$ cat src/rtl/bitblade_mac_acc.sv
// Pipelined bit-fusion inner-product accumulator: S1 registers 4x4 nibble partial
// products per lane, S2 shifts/sums them and accumulates; READ returns acc via a handshake.
module bitblade_mac_acc #(
    parameter int LANES = 4,
    parameter int ACC_W = 32
) (
    input  logic               clk,
    input  logic               reset,
    input  logic               in_valid,
    output logic               in_ready,
    input  logic [1:0]         in_op,
    input  logic               in_mode,
    input  logic               in_sign,
    input  logic [8*LANES-1:0] in_a,
    input  logic [8*LANES-1:0] in_b,
    output logic               out_valid,
    input  logic               out_ready,
    output logic [ACC_W-1:0]   out_c,
    output logic               out_ovf
);
    localparam int SUM_W = 18 + $clog2(LANES);

    localparam logic [1:0] OP_MAC  = 2'd0;
    localparam logic [1:0] OP_CLR  = 2'd1;
    localparam logic [1:0] OP_READ = 2'd2;

    localparam logic [1:0] ST_RUN   = 2'd0;
    localparam logic [1:0] ST_DRAIN = 2'd1;
    localparam logic [1:0] ST_HOLD  = 2'd2;

    logic accept;
    assign accept = in_valid && in_ready;

    logic s1_valid_q, s1_clr_q, s1_mode_q, s1_sign_q;
    logic signed [SUM_W-1:0] lane_sum [LANES];

    genvar gi;
    generate
        for (gi = 0; gi < LANES; gi++) begin : g_lane
            logic [3:0] a_lo, a_hi, b_lo, b_hi;
            logic signed [9:0] a_lo_x, a_hi_x, b_lo_x, b_hi_x;
            logic signed [9:0] hh_d, hl_d, lh_d, ll_d;
            logic signed [9:0] hh_q, hl_q, lh_q, ll_q;
            logic signed [SUM_W-1:0] hh_e, hl_e, lh_e, ll_e;

            assign a_lo = in_a[8*gi +: 4];
            assign a_hi = in_a[8*gi+4 +: 4];
            assign b_lo = in_b[8*gi +: 4];
            assign b_hi = in_b[8*gi+4 +: 4];

            // A low nibble carries a sign only when it is a stand-alone 4-bit operand.
            assign a_lo_x = {{6{in_sign & in_mode & a_lo[3]}}, a_lo};
            assign b_lo_x = {{6{in_sign & in_mode & b_lo[3]}}, b_lo};
            assign a_hi_x = {{6{in_sign & a_hi[3]}}, a_hi};
            assign b_hi_x = {{6{in_sign & b_hi[3]}}, b_hi};

            assign hh_d = a_hi_x * b_hi_x;
            assign ll_d = a_lo_x * b_lo_x;
            assign hl_d = in_mode ? 10'sd0 : a_hi_x * b_lo_x;
            assign lh_d = in_mode ? 10'sd0 : a_lo_x * b_hi_x;

            always_ff @(posedge clk) begin
                if (reset) begin
                    hh_q <= '0;
                    hl_q <= '0;
                    lh_q <= '0;
                    ll_q <= '0;
                end else if (accept) begin
                    hh_q <= hh_d;
                    hl_q <= hl_d;
                    lh_q <= lh_d;
                    ll_q <= ll_d;
                end
            end

            assign hh_e = SUM_W'(hh_q);
            assign hl_e = SUM_W'(hl_q);
            assign lh_e = SUM_W'(lh_q);
            assign ll_e = SUM_W'(ll_q);

            assign lane_sum[gi] = s1_mode_q ? (hh_e + ll_e)
                                            : ((hh_e <<< 8) + ((hl_e + lh_e) <<< 4) + ll_e);
        end
    endgenerate

    logic signed [SUM_W-1:0] beat_sum;
    always_comb begin
        beat_sum = '0;
        for (int i = 0; i < LANES; i++) begin
            beat_sum = beat_sum + lane_sum[i];
        end
    end

    logic [ACC_W-1:0] beat_x, add_res, acc_q, acc_d;
    logic [ACC_W:0]   add_u;
    logic             sgn_ovf, ovf_add, ovf_q, ovf_d;

    assign beat_x  = ACC_W'(beat_sum);
    assign add_u   = {1'b0, acc_q} + {1'b0, beat_x};
    assign add_res = add_u[ACC_W-1:0];
    assign sgn_ovf = (acc_q[ACC_W-1] == beat_x[ACC_W-1]) && (add_res[ACC_W-1] != acc_q[ACC_W-1]);
    assign ovf_add = s1_sign_q ? sgn_ovf : add_u[ACC_W];

    logic [1:0]       state_q, state_d;
    logic             drain_q, drain_d;
    logic             out_valid_q, out_valid_d, out_ovf_q, out_ovf_d;
    logic [ACC_W-1:0] out_c_q, out_c_d;
    logic             in_ready_q, rd_clear;

    always_comb begin
        state_d     = state_q;
        drain_d     = drain_q;
        out_valid_d = out_valid_q;
        out_c_d     = out_c_q;
        out_ovf_d   = out_ovf_q;
        rd_clear    = 1'b0;
        case (state_q)
            ST_RUN: begin
                if (accept && in_op == OP_READ) begin
                    state_d = ST_DRAIN;
                    drain_d = 1'b0;
                end
            end
            ST_DRAIN: begin
                // Second drain cycle: every MAC accepted before the READ has retired.
                if (drain_q) begin
                    state_d     = ST_HOLD;
                    out_valid_d = 1'b1;
                    out_c_d     = acc_q;
                    out_ovf_d   = ovf_q;
                end else begin
                    drain_d = 1'b1;
                end
            end
            ST_HOLD: begin
                if (out_ready) begin
                    state_d     = ST_RUN;
                    out_valid_d = 1'b0;
                    rd_clear    = 1'b1;
                end
            end
            default: state_d = ST_RUN;
        endcase
    end

    always_comb begin
        acc_d = acc_q;
        ovf_d = ovf_q;
        if (rd_clear) begin
            acc_d = '0;
            ovf_d = 1'b0;
        end else if (s1_valid_q) begin
            if (s1_clr_q) begin
                acc_d = beat_x;
                ovf_d = 1'b0;
            end else begin
                acc_d = add_res;
                ovf_d = ovf_q | ovf_add;
            end
        end
    end

    always_ff @(posedge clk) begin
        if (reset) begin
            s1_valid_q  <= 1'b0;
            s1_clr_q    <= 1'b0;
            s1_mode_q   <= 1'b0;
            s1_sign_q   <= 1'b0;
            state_q     <= ST_RUN;
            drain_q     <= 1'b0;
            out_valid_q <= 1'b0;
            out_c_q     <= '0;
            out_ovf_q   <= 1'b0;
            acc_q       <= '0;
            ovf_q       <= 1'b0;
            in_ready_q  <= 1'b1;
        end else begin
            s1_valid_q <= accept && (in_op == OP_MAC || in_op == OP_CLR);
            if (accept) begin
                s1_clr_q  <= (in_op == OP_CLR);
                s1_mode_q <= in_mode;
                s1_sign_q <= in_sign;
            end
            state_q     <= state_d;
            drain_q     <= drain_d;
            out_valid_q <= out_valid_d;
            out_c_q     <= out_c_d;
            out_ovf_q   <= out_ovf_d;
            acc_q       <= acc_d;
            ovf_q       <= ovf_d;
            in_ready_q  <= (state_d == ST_RUN);
        end
    end

    // Ready is forced low while reset is held so no beat is offered into a clearing pipe.
    assign in_ready  = in_ready_q && !reset;
    assign out_valid = out_valid_q;
    assign out_c     = out_c_q;
    assign out_ovf   = out_ovf_q;

endmodule

$ cat config.mk
export PLATFORM = sky130hd
export DESIGN_NAME = bitblade_mac_acc
export DESIGN_NICKNAME = d
export VERILOG_FILES = /design/src/rtl/bitblade_mac_acc.sv
export SDC_FILE = /design/constraint.sdc
export NUM_CORES = 2
export LEC_CHECK = 0
export CORE_MARGIN = 2
export CORE_UTILIZATION = 35
export CTS_CLUSTER_DIAMETER = 60
export DETAILED_ROUTE_END_ITERATION = 10
export PLACE_DENSITY = 0.55
export RECOVER_POWER = 50
export SYNTH_ARGS = -nofsm -noshare
export SYNTH_HDL_FRONTEND = slang
export SYNTH_SLANG_ARGS = --single-unit
$ cat constraint.sdc
create_clock -name clk -period 10.7 [get_ports clk]
set_input_delay 2.675 -clock clk [delete_from_list [all_inputs] [get_ports clk]]
set_output_delay 2.675 -clock clk [all_outputs]
set_load 0.05 [all_outputs]
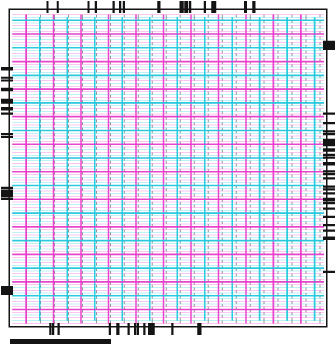
(power grid)
The bar under the picture is 100 um long. Pins as bars on the die edge. Tap cells in grey.
[cyan] VDD
[magenta] VSS
tap cells: 1254
signal pins: 107

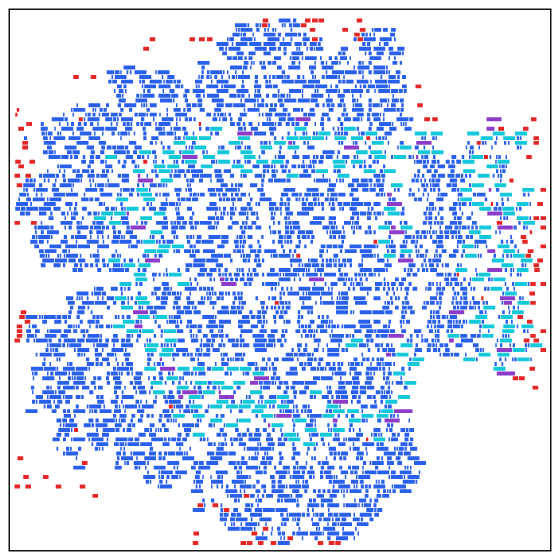
(cells coloured by class)
[cyan] sequential cells | cells: 235
[purple] clock drivers and dummy loads | cells: 51
[blue] remaining logic cells | cells: 3511
[red] remaining buffers and delay cells | cells: 122

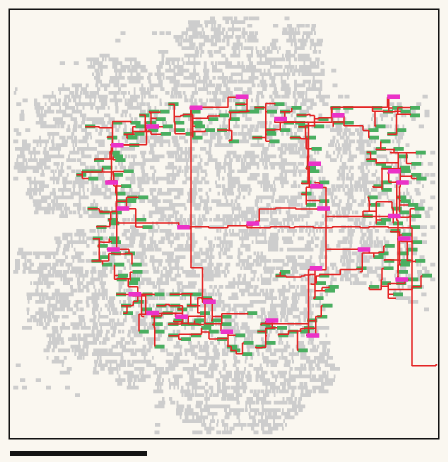
(routed clock nets over the placement)
The bar under the picture is 100 um long.
[green] flip-flops | count: 235
[red] clock wires | length: 3710 um
[magenta] clock-net drivers | count: 29
routed clock nets: 30

==> results_slide.txt <==
Implementation Results

Run status
  – Status: finished with violations
  – Failing checks: max-capacitance violations, max-slew violations

Setup path
  – R2r startpoint: g_lane[1].hl_q[0]
  – Most frequent CP cell: a21oi_1
  – Crit-path max FO: 14
  – Critical path required time: 11200 ps
  – Critical Path AT: 10010 ps
  – CP startpoint kind: register
  – Type of the worst setup path: reg2reg
  – Worst R2R End: acc_q[31]
  – R2r setup slk: 1200 ps
  – R2R depth: 42
  – CP Depth: 42
  – Slowest cell on crit path: fa_1
  – Critical path's top delay family: AND-OR/OR-AND gates
  – Max incr delay on CP: 580 ps
  – Kind of end point of the critical path: register
  – Worst Path Buf+Inv: 5

Timing
  – Setup TNS: 0 ps
  – Hold Slack: 449 ps
  – Post-route clock skew: 14.3 ps
  – Measured slew at the worst slew-check pin: 3550 ps
  – Max-slew headroom: -1.36
  – Final Max-Slew Violation Tally: 433
  – Fin. Hold Viols: 0
  – Achievable frequency: 0.105 GHz
  – Tmin final: 9500 ps
  – Final setup margin: 1200 ps
  – Final setup fails: 0
  – Tcrit/Tclk final: 0.888

Layout
  – Final-layout fill cell count: 9690
  – Comb gates: 2988
  – Clk tree area frac: 0.0263
  – Layout area overhead: 9.35%
  – Gate Area: 26000 um2
  – Top Layout Cells: 522 x inv_1, 445 x ha_1, 363 x fa_1
  – Proportion of cell area occupied by registers: 0.130
  – Layout clock buffers: 38
  – Fraction of layout cells with a size suffix above 1: 0.0245
  – Flip-flop and latch count: 235
  – Inverter count: 523
  – Data buffer area share: 0.0316
  – Largest cell class: logic gates
  – Multi-input combinational area share: 0.715
  – Nets: 4779
  – Storage cell area: 4710 um2
  – Finished Layout Cells: 5175
  – Final core utilization: 0.387
  – Bufs w/o clock: 122
  – Most frequent logic cell in the layout: inv_1
  – Antenna Cells: 2

Power and ir drop
  – PD cells: 244 nW/um2
  – Comb pwr share: 0.769
  – Clock power frac: 0.111
  – Sw Ratio: 0.517
  – Net Sw Power: 4.59 mW
  – Static leakage: 17.4 nW
  – Peak VDD IR: 312 uV
  – Tot Pwr: 8.88 mW
  – Share of power burned in registers: 0.120
  – P_int: 4.28 mW

Global routing
  – GRT met3 Usage: 0.0138
  – M2 GR Usage: 0.277
  – Vias in the first global route: 25400
  – Met1 Usage GRT: 0.243
  – Total gr overflow: 0
  – Gr usage total: 0.167
  – First-pass GRT wire length: 134000 um
  – Busiest layer in global routing: met2
  – Initial antenna violation count: 0

Worst hold path
  – Hold depth: 2
  – WHS Endpoint: out_c[15]
  – Min-delay src: out_c[15]
  – Worst Hold Class: reg2reg

Synthesis
  – Simple share: 0.161
  – Flops & latches, synth: 235
  – FA/HA/MAJ Cells, Area Fraction: 0.386
  – Netlist Area Pre-Place: 33200 um2
  – Biggest area consumer among synthesized cells: fa_1
  – Compound Share, Synth: 0.145
  – Gate Count Post-Synth: 3896
  – Cell Type Count: 61
  – Mux cell area share after synthesis: 0.00987
  – Top cells by area: fa_1 22%, ha_1 17%, dfxtp_1 14%
  – Async SR Flop Fraction: 0
  – Ys flop type: dfxtp_1
  – Register share after synthesis: 0.142
  – Post-Syn Nets: 4776
  – Synth cell count leaders: 522 x inv_1, 445 x ha_1, 363 x fa_1
  – Yosys top cell by instances: inv_1
  – Synth top area share: 0.219
  – Xor/xnor cell area share of the yosys netlist: 0.0788
  – Top comb family, area: adder cells
  – Synth Warn #: 0
  – Yosys Chip Area: 33200 um2
  – Ys cells: 3896

Drt
  – Vias/cell: 4.90
  – Highest Signal Layer: met4
  – Via count: 25400
  – Routed WL: 80200 um
  – DRT Pass-1 Iters: 5
  – Avg WL per Cell: 15.5 um
  – WL met1: 40600 um
  – Metal3 WL: 2380 um
  – Met2 Routed Length: 36400 um
  – Post-route DRC: 0
  – Final ANT Viol Nets: 0
  – Initial DRC Count: 1177

Clock network
  – Sink Count: 235
  – TritonCTS Buffers: 29
  – CTS tree: built
  – Post-CTS setup buffer count: 0
  – CTS HTree Levels: 1
  – Max clock buf depth: 3
  – Cts hold-fix bufs: 0
  – CTS clock-pin slew for the worst setup and hold paths: 60 ps
  – Clock latency on the worst-skew pair: 570 ps
  – Root buf cell: clkbuf_16
  – Post_cts resized: 0

Placement
  – Routability cong.: 0.852
  – Hpwl dp: 65200 um
  – Post-place setup slack: 1300 ps
  – Post-DP Area: 35400 um2
  – Dpl cells: 5122
  – PortBufs: 106

Floorplanning
  – Chip area: 97400 um2
  – Row cnt: 112
  – Width of the die: 312 um
  – Initial Util: 0.354
  – Die Ht: 312 um
  – N_taps: 1254
  – Area of the core: 93700 um2

Run
  – Tool Warnings: 28
  – Max Cap Viol: 7
## worst max-delay path by stage
stage / start / end / slack (ps)
after global routing: g_lane[1].hl_q[0] / acc_q[30] / 370
after global placement: g_lane[1].hl_q[0] / acc_q[31] / 1410
after CTS: g_lane[1].hl_q[0] / acc_q[22] / 1260
final: g_lane[1].hl_q[0] / acc_q[31] / 1200
after floorplan: g_lane[1].hl_q[0] / acc_q[22] / 2110
after detailed placement: g_lane[1].hl_q[0] / acc_q[22] / 1300
## power by group through the flow
stage / Combinational (mW) / Sequential [mW] / Clock [mW]
6_report: 6.83 / 1.06 / 0.989
5_1_grt: 7.72 / 1.07 / 1.06
4_1_cts: 6.80 / 1.06 / 1.01
3_5_place_dp: 6.76 / 1.08 / 0
3_3_place_gp: 6.73 / 1.08 / 0
2_1_floorplan: 5.35 / 1.04 / 0
Power figures rest on the tool's default switching activity, not on a simulated workload.
